**Run 1: the metal 1 layer**

Cells faint in the background.
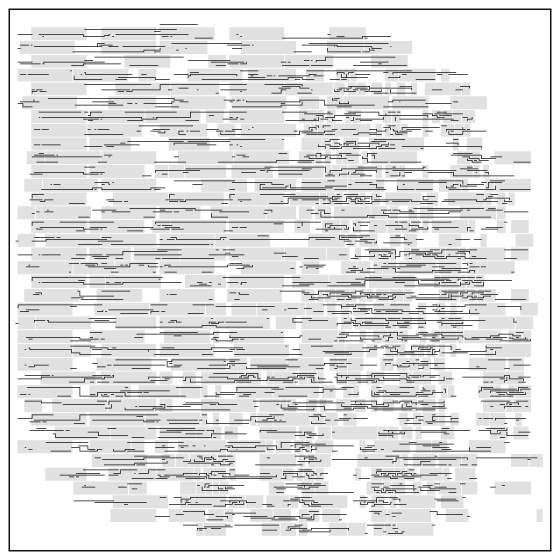
**Run 1: met2 routing**

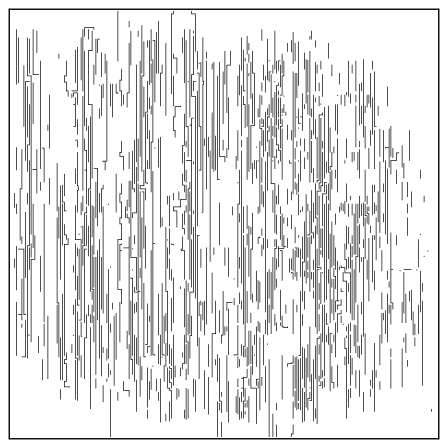
**Run 1: M4 wires**

Cells faint in the background.
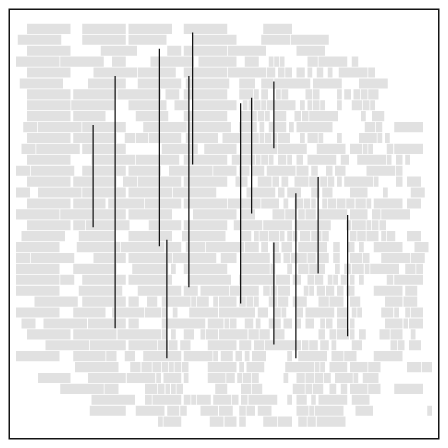
==> config.mk <==
export PLATFORM = sky130hd
export DESIGN_NAME = coax_tx_framed_flat
export DESIGN_NICKNAME = d
export VERILOG_FILES = /design/src/rtl/coax_tx_pkg.sv /design/src/rtl/coax_tx_if.sv /design/src/rtl/coax_tx_bit_timer.sv /design/src/rtl/coax_tx_fifo.sv /design/src/rtl/coax_tx_framed.sv /design/src/flat_wrapper.sv
export SDC_FILE = /design/constraint.sdc
export NUM_CORES = 1
export LEC_CHECK = 0
export CORE_UTILIZATION = 59
export DETAILED_ROUTE_END_ITERATION = 10
export PLACE_DENSITY = 0.78
export RECOVER_POWER = 50
export SLEW_MARGIN = 40
export SYNTH_ARGS = -nofsm -noshare
export SYNTH_HDL_FRONTEND = slang
export SYNTH_SLANG_ARGS = --single-unit
==> constraint.sdc <==
create_clock -name clk -period 3.1 [get_ports clk]
set_input_delay 0.465 -clock clk [delete_from_list [all_inputs] [get_ports clk]]
set_output_delay 0.465 -clock clk [all_outputs]
set_load 0.01 [all_outputs]
==> src/rtl/coax_tx_pkg.sv <==
// Shared encodings for the framed coax transmitter: FSM states, start-sequence
// cell kinds, and the parity helper applied to every popped word.
package coax_tx_pkg;

  localparam int WORD_W           = 10;
  localparam int START_CELLS      = 9;
  localparam int P3299_FIRST_BITS = 6;

  typedef enum logic [2:0] {
    ST_IDLE   = 3'd0,
    ST_START  = 3'd1,
    ST_SYNC   = 3'd2,
    ST_DATA   = 3'd3,
    ST_PARITY = 3'd4,
    ST_END    = 3'd5
  } state_t;

  typedef enum logic [1:0] {
    CELL_HALF_HIGH = 2'd0,
    CELL_ONE       = 2'd1,
    CELL_LOW       = 2'd2,
    CELL_HIGH      = 2'd3
  } cell_kind_t;

  // Start sequence: half-cell high, five '1' cells, low, '1', high.
  function automatic cell_kind_t start_cell(input logic [3:0] idx);
    case (idx)
      4'd0:                         return CELL_HALF_HIGH;
      4'd1, 4'd2, 4'd3, 4'd4, 4'd5: return CELL_ONE;
      4'd6:                         return CELL_LOW;
      4'd7:                         return CELL_ONE;
      default:                      return CELL_HIGH;
    endcase
  endfunction

  function automatic logic cell_level(input cell_kind_t kind, input logic second_half);
    case (kind)
      CELL_HALF_HIGH: return 1'b1;
      CELL_ONE:       return second_half;
      CELL_LOW:       return 1'b0;
      CELL_HIGH:      return 1'b1;
      default:        return 1'b0;
    endcase
  endfunction

  // Parity covers the sync bit (always 1) plus the full pushed word.
  function automatic logic word_parity(input logic [WORD_W-1:0] d, input logic even);
    return even ? ^{1'b1, d} : ~^{1'b1, d};
  endfunction

endpackage

==> src/rtl/coax_tx_if.sv <==
// Host-side push interface of the framed coax transmitter.
interface coax_tx_if #(parameter int DEPTH = 8);
  import coax_tx_pkg::*;

  logic [WORD_W-1:0]          data;
  logic                       last;
  logic                       strobe;
  logic                       ready;
  logic [$clog2(DEPTH+1)-1:0] level;

  modport master (output data, last, strobe, input ready, level);
  modport slave  (input data, last, strobe, output ready, level);
endinterface

==> src/rtl/coax_tx_bit_timer.sv <==
// Half-cell timer: pulses on the last (and second-to-last) clock of each half bit cell.
module coax_tx_bit_timer #(parameter int CLOCKS_PER_BIT = 8) (
  input  logic clk,
  input  logic reset,
  input  logic enable,
  output logic half_tick,
  output logic half_pre_tick
);
  localparam int HALF = CLOCKS_PER_BIT / 2;
  localparam int CW   = $clog2(HALF);

  logic [CW-1:0] cnt_r;

  // Free-running half-cell counter, held at zero while disabled.
  always_ff @(posedge clk) begin
    if (reset || !enable) begin
      cnt_r <= CW'(0);
    end else if (cnt_r == CW'(HALF - 1)) begin
      cnt_r <= CW'(0);
    end else begin
      cnt_r <= cnt_r + CW'(1);
    end
  end

  assign half_tick     = enable && (cnt_r == CW'(HALF - 1));
  assign half_pre_tick = enable && (cnt_r == CW'(HALF - 2));
endmodule

==> src/rtl/coax_tx_fifo.sv <==
// Word FIFO holding {last, data}; reset flushes by clearing pointers and level.
module coax_tx_fifo #(
  parameter int DEPTH = 8,
  parameter int WIDTH = 11
) (
  input  logic                       clk,
  input  logic                       reset,
  input  logic                       push,
  input  logic                       pop,
  input  logic [WIDTH-1:0]           wdata,
  output logic [WIDTH-1:0]           rdata,
  output logic                       full,
  output logic                       empty,
  output logic [$clog2(DEPTH+1)-1:0] level
);
  localparam int AW = $clog2(DEPTH);
  localparam int LW = $clog2(DEPTH + 1);

  logic [WIDTH-1:0] mem_r [DEPTH];
  logic [AW-1:0]    wr_ptr_r;
  logic [AW-1:0]    rd_ptr_r;
  logic [LW-1:0]    level_r;
  logic             push_s;
  logic             pop_s;

  assign full   = (level_r == LW'(DEPTH));
  assign empty  = (level_r == LW'(0));
  assign push_s = push && !full;
  assign pop_s  = pop && !empty;
  assign rdata  = mem_r[rd_ptr_r];
  assign level  = level_r;

  // Storage array; contents need no reset because pointers define validity.
  always_ff @(posedge clk) begin
    if (push_s) begin
      mem_r[wr_ptr_r] <= wdata;
    end
  end

  // Pointer and occupancy bookkeeping.
  always_ff @(posedge clk) begin
    if (reset) begin
      wr_ptr_r <= AW'(0);
      rd_ptr_r <= AW'(0);
      level_r  <= LW'(0);
    end else begin
      if (push_s) wr_ptr_r <= wr_ptr_r + AW'(1);
      if (pop_s)  rd_ptr_r <= rd_ptr_r + AW'(1);
      case ({push_s, pop_s})
        2'b10:   level_r <= level_r + LW'(1);
        2'b01:   level_r <= level_r - LW'(1);
        default: level_r <= level_r;
      endcase
    end
  end
endmodule

==> src/rtl/coax_tx_framed.sv <==
// Framed 3270/3299 coax Manchester transmitter with word FIFO and inter-frame gap.
// Optional macro COAX_TX_DELAY_EN adds tx_delay, a CLOCKS_PER_BIT/4-clock delayed tx.
module coax_tx_framed #(
  parameter int CLOCKS_PER_BIT = 8,
  parameter int DEPTH          = 8,
  parameter int GAP_BITS       = 2
) (
  input  logic      clk,
  input  logic      reset,
  coax_tx_if.slave  host,
  input  logic      protocol,
  input  logic      parity,
  output logic      tx,
  output logic      tx_delay,
  output logic      active,
  output logic      underflow,
  output logic      frame_done
);
  import coax_tx_pkg::*;

  localparam int GAP_W = $clog2(GAP_BITS * CLOCKS_PER_BIT + 1);
  localparam logic [GAP_W-1:0] GAP_LOAD = GAP_W'(GAP_BITS * CLOCKS_PER_BIT - 1);

  state_t            state_r;
  logic [3:0]        cell_r;
  logic              half_r;
  logic [3:0]        bit_cnt_r;
  logic [WORD_W-1:0] shreg_r;
  logic              par_bit_r, last_r, first_word_r, proto_r, par_mode_r;
  logic [GAP_W-1:0]  gap_r;
  logic              tx_r, active_r, underflow_r, frame_done_r;

  logic [WORD_W:0]   fifo_rdata_s;
  logic              fifo_full_s, fifo_empty_s, pop_s;
  logic              half_tick_s, half_pre_tick_s;
  logic [WORD_W-1:0] load_bits_s;
  logic [3:0]        load_cnt_s;
  logic              load_par_s;

  coax_tx_fifo #(.DEPTH(DEPTH), .WIDTH(WORD_W + 1)) u_fifo (
    .clk   (clk),
    .reset (reset),
    .push  (host.strobe),
    .pop   (pop_s),
    .wdata ({host.last, host.data}),
    .rdata (fifo_rdata_s),
    .full  (fifo_full_s),
    .empty (fifo_empty_s),
    .level (host.level)
  );

  coax_tx_bit_timer #(.CLOCKS_PER_BIT(CLOCKS_PER_BIT)) u_timer (
    .clk           (clk),
    .reset         (reset),
    .enable        (state_r != ST_IDLE),
    .half_tick     (half_tick_s),
    .half_pre_tick (half_pre_tick_s)
  );

  assign host.ready = !fifo_full_s;

  // Pop strobe: the head word is consumed exactly when SYNC is entered.
  always_comb begin
    pop_s = 1'b0;
    if (half_tick_s && half_r) begin
      if (state_r == ST_START && cell_r == 4'(START_CELLS - 1)) begin
        pop_s = 1'b1;
      end else if (state_r == ST_PARITY && !last_r && !fifo_empty_s) begin
        pop_s = 1'b1;
      end else begin
        pop_s = 1'b0;
      end
    end else begin
      pop_s = 1'b0;
    end
  end

  // Word shaping for the head of the FIFO; 3299 first words are left-aligned.
  always_comb begin
    load_par_s = word_parity(fifo_rdata_s[WORD_W-1:0], par_mode_r);
    if (proto_r && first_word_r) begin
      load_cnt_s  = 4'(P3299_FIRST_BITS - 1);
      load_bits_s = {fifo_rdata_s[P3299_FIRST_BITS-1:0], {(WORD_W - P3299_FIRST_BITS){1'b0}}};
    end else begin
      load_cnt_s  = 4'(WORD_W - 1);
      load_bits_s = fifo_rdata_s[WORD_W-1:0];
    end
  end

  // Word datapath: load on pop, shift MSB-first after each data cell.
  always_ff @(posedge clk) begin
    if (reset) begin
      shreg_r   <= WORD_W'(0);
      bit_cnt_r <= 4'd0;
      par_bit_r <= 1'b0;
      last_r    <= 1'b0;
    end else if (pop_s) begin
      shreg_r   <= load_bits_s;
      bit_cnt_r <= load_cnt_s;
      par_bit_r <= load_par_s;
      last_r    <= fifo_rdata_s[WORD_W];
    end else if (state_r == ST_DATA && half_tick_s && half_r && bit_cnt_r != 4'd0) begin
      shreg_r   <= {shreg_r[WORD_W-2:0], 1'b0};
      bit_cnt_r <= bit_cnt_r - 4'd1;
    end
  end

  // Frame FSM; tx is set one half-cell ahead so the line output is registered.
  always_ff @(posedge clk) begin
    if (reset) begin
      state_r      <= ST_IDLE;
      cell_r       <= 4'd0;
      half_r       <= 1'b0;
      first_word_r <= 1'b0;
      proto_r      <= 1'b0;
      par_mode_r   <= 1'b0;
      gap_r        <= GAP_W'(0);
      tx_r         <= 1'b0;
      active_r     <= 1'b0;
      underflow_r  <= 1'b0;
      frame_done_r <= 1'b0;
    end else begin
      underflow_r  <= 1'b0;
      frame_done_r <= 1'b0;
      case (state_r)
        ST_IDLE: begin
          if (gap_r != GAP_W'(0)) begin
            gap_r <= gap_r - GAP_W'(1);
          end else if (!fifo_empty_s) begin
            proto_r      <= protocol;
            par_mode_r   <= parity;
            first_word_r <= 1'b1;
            state_r      <= ST_START;
            cell_r       <= 4'd0;
            half_r       <= 1'b0;
            tx_r         <= 1'b1;
            active_r     <= 1'b1;
          end
        end
        ST_START: begin
          if (half_tick_s) begin
            if (cell_r == 4'd0 || half_r) begin
              if (cell_r == 4'(START_CELLS - 1)) begin
                state_r      <= ST_SYNC;
                first_word_r <= 1'b0;
                half_r       <= 1'b0;
                tx_r         <= 1'b0;
              end else begin
                cell_r <= cell_r + 4'd1;
                half_r <= 1'b0;
                tx_r   <= cell_level(start_cell(cell_r + 4'd1), 1'b0);
              end
            end else begin
              half_r <= 1'b1;
              tx_r   <= cell_level(start_cell(cell_r), 1'b1);
            end
          end
        end
        ST_SYNC: begin
          if (half_tick_s) begin
            if (!half_r) begin
              half_r <= 1'b1;
              tx_r   <= 1'b1;
            end else begin
              state_r <= ST_DATA;
              half_r  <= 1'b0;
              tx_r    <= ~shreg_r[WORD_W-1];
            end
          end
        end
        ST_DATA: begin
          if (half_tick_s) begin
            if (!half_r) begin
              half_r <= 1'b1;
              tx_r   <= shreg_r[WORD_W-1];
            end else if (bit_cnt_r == 4'd0) begin
              state_r <= ST_PARITY;
              half_r  <= 1'b0;
              tx_r    <= ~par_bit_r;
            end else begin
              half_r <= 1'b0;
              tx_r   <= ~shreg_r[WORD_W-2];
            end
          end
        end
        ST_PARITY: begin
          if (half_tick_s) begin
            if (!half_r) begin
              half_r <= 1'b1;
              tx_r   <= par_bit_r;
            end else if (!last_r && !fifo_empty_s) begin
              state_r <= ST_SYNC;
              half_r  <= 1'b0;
              tx_r    <= 1'b0;
            end else begin
              underflow_r <= !last_r;
              state_r     <= ST_END;
              cell_r      <= 4'd0;
              half_r      <= 1'b0;
              tx_r        <= 1'b1;
            end
          end
        end
        ST_END: begin
          // End sequence: one high-then-low cell followed by two high cells.
          if (half_tick_s) begin
            if (!half_r) begin
              half_r <= 1'b1;
              tx_r   <= (cell_r != 4'd0);
            end else if (cell_r == 4'd2) begin
              state_r  <= ST_IDLE;
              cell_r   <= 4'd0;
              half_r   <= 1'b0;
              tx_r     <= 1'b0;
              active_r <= 1'b0;
              gap_r    <= GAP_LOAD;
            end else begin
              cell_r <= cell_r + 4'd1;
              half_r <= 1'b0;
              tx_r   <= 1'b1;
            end
          end
          if (half_pre_tick_s && half_r && cell_r == 4'd2) begin
            frame_done_r <= 1'b1;
          end
        end
        default: begin
          state_r  <= ST_IDLE;
          tx_r     <= 1'b0;
          active_r <= 1'b0;
        end
      endcase
    end
  end

  assign tx         = tx_r;
  assign active     = active_r;
  assign underflow  = underflow_r;
  assign frame_done = frame_done_r;

`ifdef COAX_TX_DELAY_EN
  localparam int DLY = CLOCKS_PER_BIT / 4;
  logic [DLY-1:0] dly_r;

  // Pre-emphasis delay line behind the registered line output.
  always_ff @(posedge clk) begin
    if (reset) begin
      dly_r <= DLY'(0);
    end else begin
      dly_r <= DLY'({dly_r, tx_r});
    end
  end

  assign tx_delay = dly_r[DLY-1];
`else
  assign tx_delay = 1'b0;
`endif
endmodule

==> src/flat_wrapper.sv <==
// flat-port wrapper written by rule: the top's interface ports become plain ports
module coax_tx_framed_flat import coax_tx_pkg::*;
#(
  parameter int CLOCKS_PER_BIT = 8,
  parameter int DEPTH          = 8,
  parameter int GAP_BITS       = 2
)
  (clk, reset, protocol, parity, tx, tx_delay, active, underflow, frame_done, host_data, host_last, host_strobe, host_ready, host_level);
  coax_tx_if #(.DEPTH(DEPTH)) host_i ();
  input  logic clk;
  input  logic reset;
  input  logic protocol;
  input  logic parity;
  output logic tx;
  output logic tx_delay;
  output logic active;
  output logic underflow;
  output logic frame_done;
  input wire logic [$bits(host_i.data)-1:0] host_data;
  input wire logic [$bits(host_i.last)-1:0] host_last;
  input wire logic [$bits(host_i.strobe)-1:0] host_strobe;
  output wire logic [$bits(host_i.ready)-1:0] host_ready;
  output wire logic [$bits(host_i.level)-1:0] host_level;
  assign host_i.data = host_data;
  assign host_i.last = host_last;
  assign host_i.strobe = host_strobe;
  assign host_ready = host_i.ready;
  assign host_level = host_i.level;
  coax_tx_framed #(.CLOCKS_PER_BIT(CLOCKS_PER_BIT), .DEPTH(DEPTH), .GAP_BITS(GAP_BITS)) u_core (.clk(clk), .reset(reset), .host(host_i), .protocol(protocol), .parity(parity), .tx(tx), .tx_delay(tx_delay), .active(active), .underflow(underflow), .frame_done(frame_done));
endmodule
==> run notes, run 1 <==
run metrics: worst r2r dst=u_core.u_fifo.level[2]$_SDFFE_PP0P_, post_cts resized=0, CTS Root Cell=clkbuf_8, Crit path largest cell delay=460 ps, GRT overflow=0, Initial Utilization=61.8%, syn avg cell area=12.6 um2, Critical Path AT=3270 ps, Peak Freq=355 MHz, Max-slew headroom=45.2%, Sink Count=141, biggest area cells=edfxtp_1 (41%), dfxtp_1 (16%), mux4_1 (4.9%), Fin Clk Skew=11.8 ps, Largest Pwr Group=sequential cells, CP top delay family=simple AND/OR/NAND/NOR gates, most frequent logic cell in the layout=edfxtp_1, Synth cell types=68, status=complete, no violations, cell-internal power=0.00361 W, min Tclk post-route=2810 ps, yosys cell count=513, Critical Path Start Type=flip-flop, Syn Nets=545, Hold Buf Count CTS=0, Simple Share, Synth=13.6%, Slew Limit Fails=0, Setup Viol. Count Final=0, Seq power=0.00217 W, post-DP HPWL=8720 um, initial antenna violation count=0, Seq area share=49.1%, Syn Inst Count=513, Largest register FFs=88, R2R depth=13, placed instance count=674, most frequent cells in the layout=edfxtp_1 (88), dfxtp_1 (53), nor2_1 (45), worst-margin pin slew=822 ps, logic area=2600 um2, slowest stage cell, crit path=dfxtp_1, Post-CTS Setup Bufs=0, Tot Pwr=0.00502 W, Layout clock area frac=8.02%, critical path endpoint category=flip-flop, Hold Fails Final Rpt=0, clock network power share=41.3%, initial drt markers=243, yosys synthesis warning count=0, Well Taps=136, Post-Syn Area=6470 um2, Post-synth EDFFs=88, port bufs=24, TritonCTS clock tree=built, Max Cap Violations=0, DRC=0, first-pass GRT wire length=22000 um, RSZ-0062 raised after global routing=false, CP dominant cell by count=ha_1, cell breakdown of the critical path=inv_1 -> ha_1 -> and3b_1 -> a22o_1 -> nand3_1 -> nor2_2 -> ha_1 -> xor2_1 -> ha_1 -> a21oi_1 -> xor2_1 -> or3_1 -> a21oi_1, worst-path fanout max=7, core area=10500 um2, Layout Nets=589, Seq/Total Area, Yosys=57.3%, YS chip area=6470 um2, GRT Overall Usage=26.2%, Sw Share=28.1%, Log Warnings=34
-- 'the metal 1 layer' (at the start) --
The longest straight run is 32.7 um. 543 nets have wire on it. The layer holds 41% of the routed length. The wires run mostly horizontal. The layer carries 5590 um of wire.
drt total wl: 13700 um
via count: 4300
met1 usage: 31.4%

-- 'met2 routing' (at the start) --
The longest straight run is 50.3 um. The layer holds 52% of the routed length.
met2 usage: 44.7%

-- 'M4 wires' (at the start) --
The longest straight run is 62.6 um. The layer holds 3.4% of the routed length. The wires run mostly vertical. 10 nets have wire on it.

## run 1: synthesized netlist by cell type, types with 3 or more instances
cell type,instances
a21o_1,3
a31oi_1,5
nor4_1,5
nand3_1,19
buf_2,8
dfxtp_1,53
nor3b_1,7
mux2i_4,4
nand2b_1,7
o21ai_1,6
xnor2_1,6
mux2i_1,12
nand2_1,39
mux4_1,12
inv_1,13
a311oi_1,5
o21ai_0,18
nor3_1,19
ha_1,16
nor2_1,46
a211oi_1,6
xor2_1,11
mux4_2,10
edfxtp_1,88
and2_1,5
clkbuf_1,11
a21oi_1,22
nand4_1,6
## run 1: metal layers
metal | track usage, % | part of all wire [%]
met1 | 31.4 | 41
met2 | 44.7 | 52
met3 | 4.92 | 4.1
met4 | 14.0 | 3.4
met5 | 0 | 0
**Run 1: local utilization**

Bar = 20 um. 11 x 11 tiles, from dark blue (low) to red (high), 0 to 100% covered.
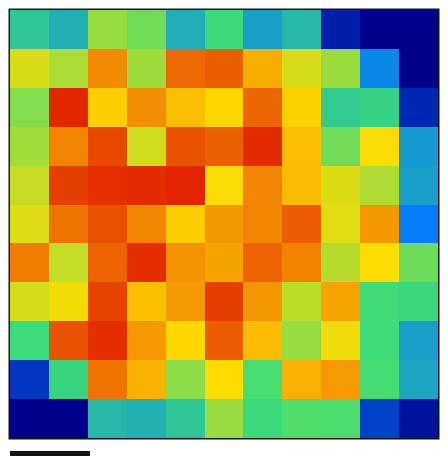

==> run 1 -> run 2 <==
- SYNTH_HIERARCHICAL: not set -> 1
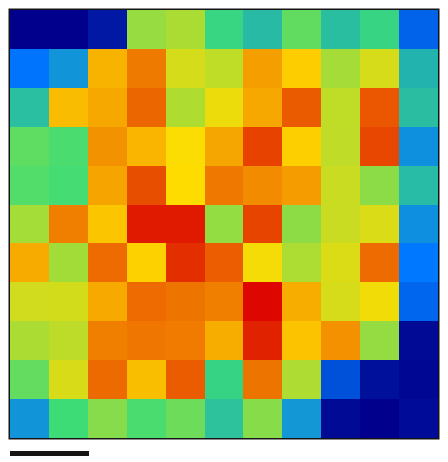
**Above:** run 2 (local utilization).
Bar = 20 um. 11 x 11 tiles, from dark blue (low) to red (high), 0 to 100% covered.
The mean over all tiles is 63%. 41% of the tiles are over 75% full. The densest ninth of the die: centre. 3.3% of the tiles are nearly empty.
core area: 10900 um2
fin util: 69.1%
Initial Utilization: 60.7%

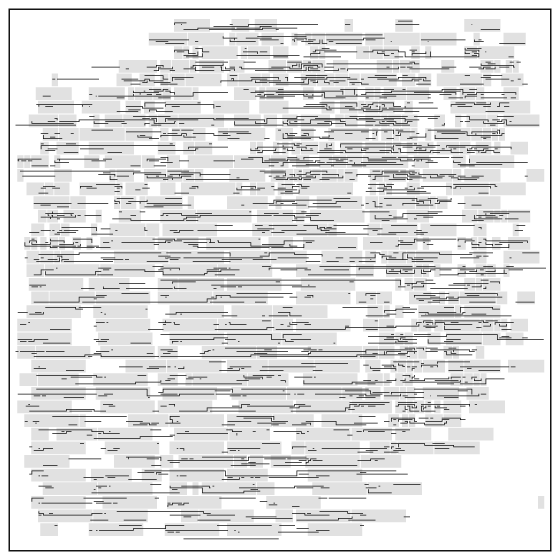
**Above:** run 2 (the metal 1 layer).
Cells faint in the background.
532 nets have wire on it. The layer carries 5560 um of wire.

==> run notes, run 2 <==
run metrics: status=complete, no violations, Synth cell types=77, CTS clock-pin slew for the worst setup and hold paths=60 ps, GRT Overall Usage=24.6%, first-pass GRT wire length=20700 um, cell breakdown of the critical path=inv_1 -> ha_1 -> nand3b_1 -> o31a_2 -> nor3_4 -> o41a_1 -> ha_2 -> xor2_1 -> ha_1 -> a21oi_1 -> xor2_1 -> or3_1 -> a21oi_1, Slew Limit Fails=0, Post-Syn Area=6610 um2, placed instance count=661, syn avg cell area=13.1 um2, FP Rows=38, Layout Nets=575, Die Height=108 um, Crit path largest cell delay=380 ps, initial antenna violation count=0, most frequent cells in the layout=edfxtp_1 (88), dfxtp_1 (50), nor2_1 (48), Syn Inst Count=504, Place WS=75.7 ps, antenna cell count=0, count leader, synth=edfxtp_1, slowest stage cell, crit path=dfxtp_1, Critical Path AT=3360 ps, area share, top type=40.0%, critical path endpoint category=flip-flop, CTS Root Cell=clkbuf_8, RSZ-0062 raised after global routing=false, Log Warnings=35, worst-path fanout max=8, vias in the first global route=4078, worst-margin pin slew=873 ps, clock network power share=39.3%, Max Cap Violations=0, CP top delay family=AND-OR/OR-AND gates, yosys synthesis warning count=6, Peak Freq=343 MHz, Syn Nets=538, min Tclk post-route=2920 ps, via count=4166, Simple Share, Synth=12.9%, Hold Buf Count CTS=0, Tot Pwr=0.00477 W, Worst Setup SP=u_core/cell_r[0]$_SDFFE_PP0N_, width of the die=108 um, Largest register FFs=88, Post-CTS Setup Bufs=0, Worst Hold Class=in -> reg, Fin Clk Skew=5.21 ps, Max-slew headroom=41.8%, R2R depth=13, drt total wl=12900 um, cell-internal power=0.00347 W, TritonCTS clock tree=built, worst r2r dst=u_core/u_fifo/level[2]$_SDFFE_PP0P_, Setup crit end=u_core/u_fifo/level[2]$_SDFFE_PP0P_, post_cts resized=0, DRC=0, Final TNS setup=0 ps, Seq/Total Area, Yosys=56.1%, Hold Fails Final Rpt=0, Largest Pwr Group=sequential cells, most frequent logic cell in the layout=edfxtp_1, Sw Share=27.3%, combinational group power=0.000730 W, biggest area cells=edfxtp_1 (40%), dfxtp_1 (16%), mux4_2 (7.5%), Sink Count=141, Setup Viol. Count Final=0, hold path endpoint=u_core/last_r$_SDFFE_PP0P_, yosys cell count=504, top post-synthesis cells by count=edfxtp_1 (88), dfxtp_1 (53), nor2_1 (48), nand2_1 (24), a21oi_1 (23), Seq power=0.00216 W, initial drt markers=297, post-DP HPWL=8290 um, YS chip area=6610 um2, PwrDens=633 nW/um2, Detail Route Antenna Nets=0, port bufs=24, Critical Path Start Type=flip-flop, Post-synth EDFFs=88, logic area=2670 um2, GRT overflow=0
[run 2: cell types whose count changed after synthesis, moves of 4 or more]
cell and delta:
a22oi_1 +5, clkbuf_1 -4, mux2_2 +10, mux2i_4 -4, mux4_1 -12, mux4_2 +12, nand2_1 -15, nand3_1 -4
nand4_1 -6, nor3_1 -7, o21ai_0 -14, o21ai_1 -4, xnor2_1 +4
[run 2: final cells by class]
type | instances | area share, %
flip-flops and latches | 141 | 49.2
clock buffers | 18 | 5.55
inverters | 14 | 0.698
clock inverters | 14 | 1.76
multi-input cells | 321 | 35.4
repair buffers | 46 | 5.02
well taps | 140 | 2.33
[run 2: metal layers]
layer / wire, um / GRT usage (%)
met4: 295 / 10.4
met2: 6390 / 40.2
met1: 5560 / 31.4
met3: 703 / 5.87
met5: 0 / 0
**Run 2: met2 routing**

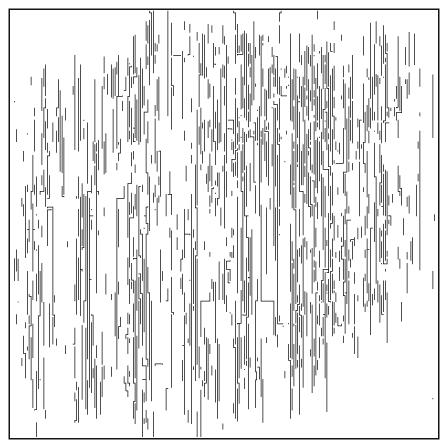

==> run 2 -> run 3 <==
- CAP_MARGIN: not set -> 40
- CORE_MARGIN: not set -> 2
- CTS_BUF_LIST: not set -> sky130_fd_sc_hd__clkbuf_8
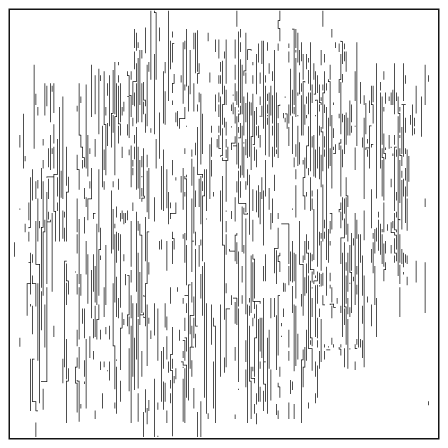
**Above:** run 3 (met2 routing).
The layer carries 6330 um of wire. The longest straight run is 40.8 um. The layer holds 49% of the routed length.
via count: 4190
drt total wl: 13000 um

==> run notes, run 3 <==
run metrics: core area=10900 um2, Seq power=0.00217 W, PwrDens=594 nW/um2, Max-slew headroom=46.5%, Detail Route Antenna Nets=0, Final TNS setup=0 ps, max layer used=met4, DRC=0, clock network power share=34.2%, width of the die=110 um, most frequent logic cell in the layout=edfxtp_1, worst r2r dst=u_core/u_fifo/level[3]$_SDFFE_PP0P_, GR peak layer=met2, placed instance count=662, logic area=2650 um2, Well Taps=140, antenna cell count=1, initial drt markers=254, Post-synth EDFFs=88, Biggest Area Class=registers, Post-Syn Area=6610 um2, clk_buf instances=17, Critical Path AT=3210 ps, Hold Fails Final Rpt=0, top post-synthesis cells by count=edfxtp_1 (88), dfxtp_1 (53), nor2_1 (48), nand2_1 (24), a21oi_1 (23), Largest register FFs=88, CP top delay family=simple AND/OR/NAND/NOR gates, count leader, synth=edfxtp_1, Layout Nets=577, area share, top type=40.0%, M1 wire length=5880 um, Sw Share=28.7%, Worst Setup SP=u_core/state_r[0]$_SDFFE_PP0P_, GRT Overall Usage=23.4%, cell-internal power=0.00314 W, Crit path largest cell delay=370 ps, min Tclk post-route=2860 ps, status=complete, no violations, Seq area share=50.0%, FP Rows=38, Largest Pwr Group=sequential cells, post-DP HPWL=8570 um, RSZ-0062 raised after global routing=false, yosys synthesis warning count=6, Syn Inst Count=504
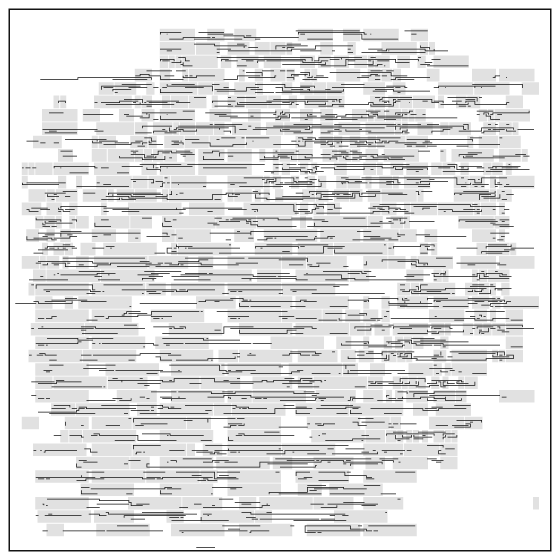
**Above:** run 3 (the metal 1 layer).
Cells faint in the background.
The layer holds 45% of the routed length. The layer carries 5880 um of wire. 534 nets have wire on it. The wires run mostly horizontal.
met1 usage: 30.5%

==> run 3: cell counts after synthesis <==
Identical to the previous run, type by type.
==> run 3: cells by family (layout without fill, tap and decap cells) <==
| group | Yosys count | count (layout) | share of synthesized area [%] |
|---|---|---|---|
| flops | 141 | 141 | 56.1 |
| compound gates | 84 | 84 | 9.40 |
| buf+inv | 42 | 94 | 3.54 |
| xor+xnor | 21 | 21 | 2.90 |
| simple gates | 149 | 149 | 12.9 |
| mux | 48 | 48 | 11.7 |
| fa+ha+maj | 18 | 18 | 3.41 |
| other cells | 1 | 2 | 0.0568 |
==> run 3: repair_timing <==
action                                 in CTS  in global routing
endpoints found under the hold margin       0                  0
gates resized                               0                  1
setup endpoints to repair                   0                  2
setup buffers                               0                  2
Power and IR drop assume default switching activity.
